Cell outlines without signal wires:
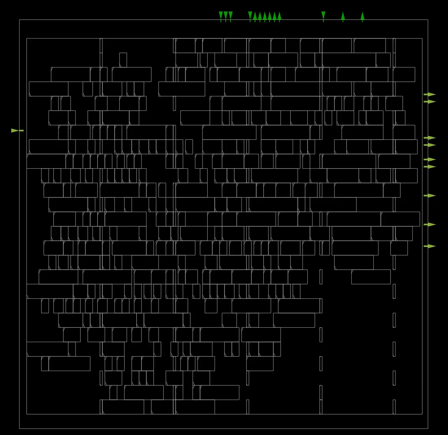
Signal wires by layer:
Drawn at 4 px/um. Only two layers are drawn.
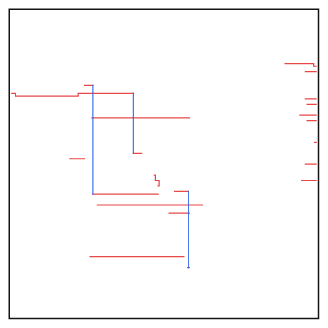
Sequential cells grouped by signal name:
Drawn at 8 px/um.
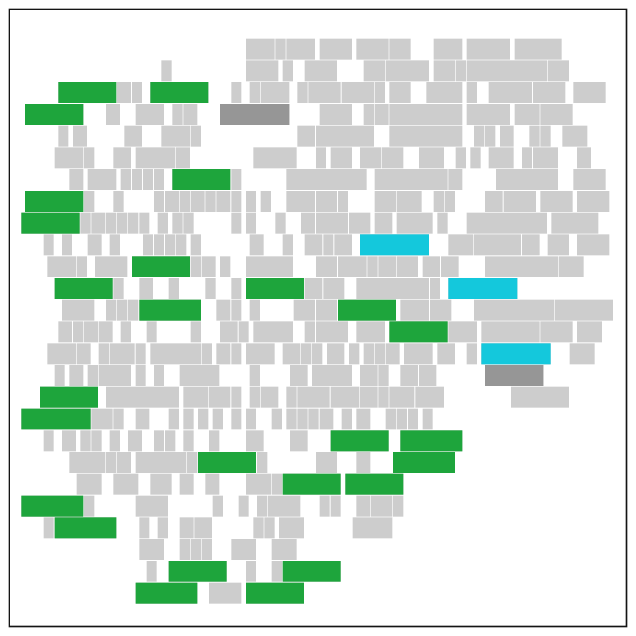
Wiring heat map:
Drawn at 4 px/um. 15 x 15 tiles, from dark blue (low) to red (high), scaled to the fullest tile. Values are wire area over tile area, all layers added.
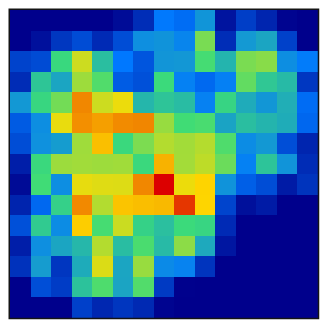
Wires at chosen ports, followed through buffers:
Drawn at 6 px/um.
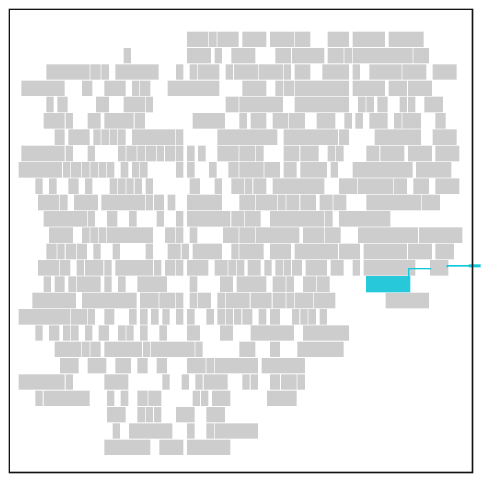
File: config.mk
export PLATFORM = sky130hd
export DESIGN_NAME = letreiro_sequenciador
export DESIGN_NICKNAME = d
export VERILOG_FILES = /design/src/rtl/letreiro_sequenciador.sv
export SDC_FILE = /design/constraint.sdc
export NUM_CORES = 1
export LEC_CHECK = 0
export ABC_AREA = 1
export CORE_UTILIZATION = 36
export CTS_CLUSTER_DIAMETER = 50
export CTS_CLUSTER_SIZE = 14
export DETAILED_ROUTE_END_ITERATION = 10
export GPL_TIMING_DRIVEN = 0
export PLACE_DENSITY = 0.63
export SYNTH_ARGS = -nofsm -noshare
export SYNTH_HDL_FRONTEND = slang
export SYNTH_SLANG_ARGS = --single-unit
File: constraint.sdc
create_clock -name clk -period 1.5 [get_ports clk]
set_input_delay 0.225 -clock clk [delete_from_list [all_inputs] [get_ports clk]]
set_output_delay 0.225 -clock clk [all_outputs]
set_load 0.05 [all_outputs]
File: src/rtl/letreiro_sequenciador.sv
// Scrolling-message source for the marquee: slides a DIGITS-wide window over "gabriel "
// and emits one 3-bit symbol code per digit for the 7-segment decoders.
module letreiro_sequenciador #(
    parameter int DIGITS = 4,
    parameter int DIV    = 50000000
) (
    input  logic                  clk,
    input  logic                  rst_n,
    input  logic                  start,
    input  logic                  stop,
    input  logic                  pause,
    input  logic                  dir,
    output logic [3*DIGITS-1:0]   codes,
    output logic [2:0]            pos,
    output logic                  step,
    output logic                  busy
);

    localparam int CNT_W = (DIV > 1) ? $clog2(DIV) : 1;
    localparam logic [CNT_W-1:0] CNT_LAST = CNT_W'(DIV - 1);

    typedef enum logic {BLANK, SCROLL} state_t;

    state_t           state_q;
    logic [CNT_W-1:0] cnt_q;
    logic [2:0]       pos_q;
    logic             step_q;

    // Message ROM: "gabriel " where each letter's code is simply its index + 1
    function automatic logic [2:0] msg_code(input logic [2:0] idx);
        case (idx)
            3'd0:    msg_code = 3'd1;
            3'd1:    msg_code = 3'd2;
            3'd2:    msg_code = 3'd3;
            3'd3:    msg_code = 3'd4;
            3'd4:    msg_code = 3'd5;
            3'd5:    msg_code = 3'd6;
            3'd6:    msg_code = 3'd7;
            default: msg_code = 3'd0;
        endcase
    endfunction

    always_ff @(posedge clk) begin
        if (!rst_n) begin
            state_q <= BLANK;
            cnt_q   <= '0;
            pos_q   <= '0;
            step_q  <= 1'b0;
        end else begin
            step_q <= 1'b0;
            if (stop) begin
                state_q <= BLANK;
                cnt_q   <= '0;
                pos_q   <= '0;
            end else if (start) begin
                state_q <= SCROLL;
                cnt_q   <= '0;
                pos_q   <= '0;
            end else if (state_q == SCROLL && !pause) begin
                if (cnt_q == CNT_LAST) begin
                    cnt_q  <= '0;
                    pos_q  <= dir ? pos_q - 3'd1 : pos_q + 3'd1;
                    step_q <= 1'b1;
                end else begin
                    cnt_q <= cnt_q + 1'b1;
                end
            end
        end
    end

    // Outputs depend only on registered state, never directly on inputs
    always_comb begin
        codes = '0;
        if (state_q == SCROLL) begin
            for (int k = 0; k < DIGITS; k++) begin
                codes[3*k +: 3] = msg_code(pos_q + 3'(k));
            end
        end
    end

    assign busy = (state_q == SCROLL);
    assign pos  = pos_q;
    assign step = step_q;

endmodule
==> reports/metrics.cfg <==
[power]
clkPwrFrac_pct = 40.9
powerDensity_mw_per_mm2 = 519

[final_timing]
tightest_slew_ns = 0.485
skew_ns = 0.00411
timing.final.ws_setup_ns = -0.304
finalSetupViolCount = 16

[synth]
yosys_cells = 311
syn_inst = 311
synthArstFlopShare_pct = 0
ys_sh_aoi_pct = 6.31
ys_ff = 31

[cells_and_area]
largest_class = combinational gates
final_cell_mix = 59 x nand2_1, 50 x nor2_1, 32 x inv_1, 21 x buf_4, 20 x dfxtp_1
fillers = 489
logic_area_mm2 = 0.00161

[critical_path]
cp-endpoint = codes[10]
critPathMaxFanout = 7

[die]
fp_util_pct = 38.4

[clocking]
cts_resized = 109
clock-sinks = 31

[outcome]
failed_checks = setup timing
status = complete, but fails checks

[place]
hpwl_um = 3670

[worst_hold_path]
hold-path-endpoint = pos[0]

Notes on 'cell outlines without signal wires' above:
core area: 0.00527 mm2
row cnt: 26
seq_cells: 31
Seq area share: 20.9%
Finished Layout Cells: 432

Notes on 'signal wires by layer' above:
colour	layer	wire length
red	M3	172 um
blue	M4	61.2 um
total track usage: 18.2%
wirelength, routed: 5370 um
Routed WL per cell: 12.4 um
via count: 2091

Notes on 'sequential cells grouped by signal name' above:
colour	netlist name	placed flops
cyan	`pos`	3
green	`cnt_q`	26
not coloured	2
final design utilization: 58.7%
seq pwr: 0.820 mW

Notes on 'wiring heat map' above:
emptiest ninth of the die	bottom right
fullest tile	0.43
mean over tiles	0.14
tiles over half the peak	27%

Notes on 'wires at chosen ports, followed through buffers' above:
colour	port	bits	direction	end cells	buffers	wire
cyan	`step`	1	output	1	1	9.20 um
Ports: 23
# port buffers: 22

==> cell families after synthesis <==
family	after synthesis
flops	31
fa+ha+maj	10
simple gates	186
xor+xnor	13
compound gates	22
buf+inv	49
==> cell usage after synthesis (2+ instances only) <==
cell type | instances | area share, %
xor2_1 | 8 | 3.5
xnor2_1 | 5 | 2.2
dfxtp_1 | 31 | 31
nor2_2 | 3 | 0.93
inv_1 | 42 | 7.8
buf_4 | 5 | 1.9
ha_1 | 10 | 6.2
nand4_1 | 6 | 1.9
a31oi_1 | 2 | 0.62
nor2_4 | 2 | 1.1
nand2_1 | 62 | 12
nand3_1 | 33 | 8.2
nor2_1 | 66 | 12
o21ai_0 | 10 | 2.5
nor3_1 | 7 | 1.7
a21oi_1 | 5 | 1.2
==> through the flow <==
| step | TNS (ns) | instance area [um2] | setup slack, ns | instances |
|---|---|---|---|---|
| floorplan | -0.765 | 2230 | -0.173 | 311 |
| global placement | -10.46 | 2540 | -0.715 | 403 |
| finish | -2.61 | 3100 | -0.304 | 432 |
| detailed placement | -11.38 | 2540 | -0.722 | 403 |
| global route | -3.80 | 3100 | -0.359 | 432 |
| CTS | -2.56 | 2810 | -0.309 | 424 |
==> per-layer routing <==
| layer | part of all wire (%) | vias to the layer above |
|---|---|---|
| met5 | 0 | - |
| met4 | 1.1 | 0 |
| met3 | 3.2 | 6 |
| met2 | 50 | 27 |
| met1 | 46 | 971 |
| li1 | - | 1087 |
==> power groups by stage <==
stage	clock network (mW)	registers, mW	logic, mW
2_1_floorplan	0	0.844	0.0644
3_3_place_gp	0	0.841	0.108
3_5_place_dp	0	0.841	0.109
4_1_cts	0.670	0.823	0.113
5_1_grt	0.698	0.820	0.139
6_report	0.657	0.820	0.130
==> sequential cells by signal, indices dropped and copies added, names as in the netlist <==
register,count
cnt_q,26
pos,3
busy,1
step,1
Power figures rest on the tool's default switching activity, not on a simulated workload.
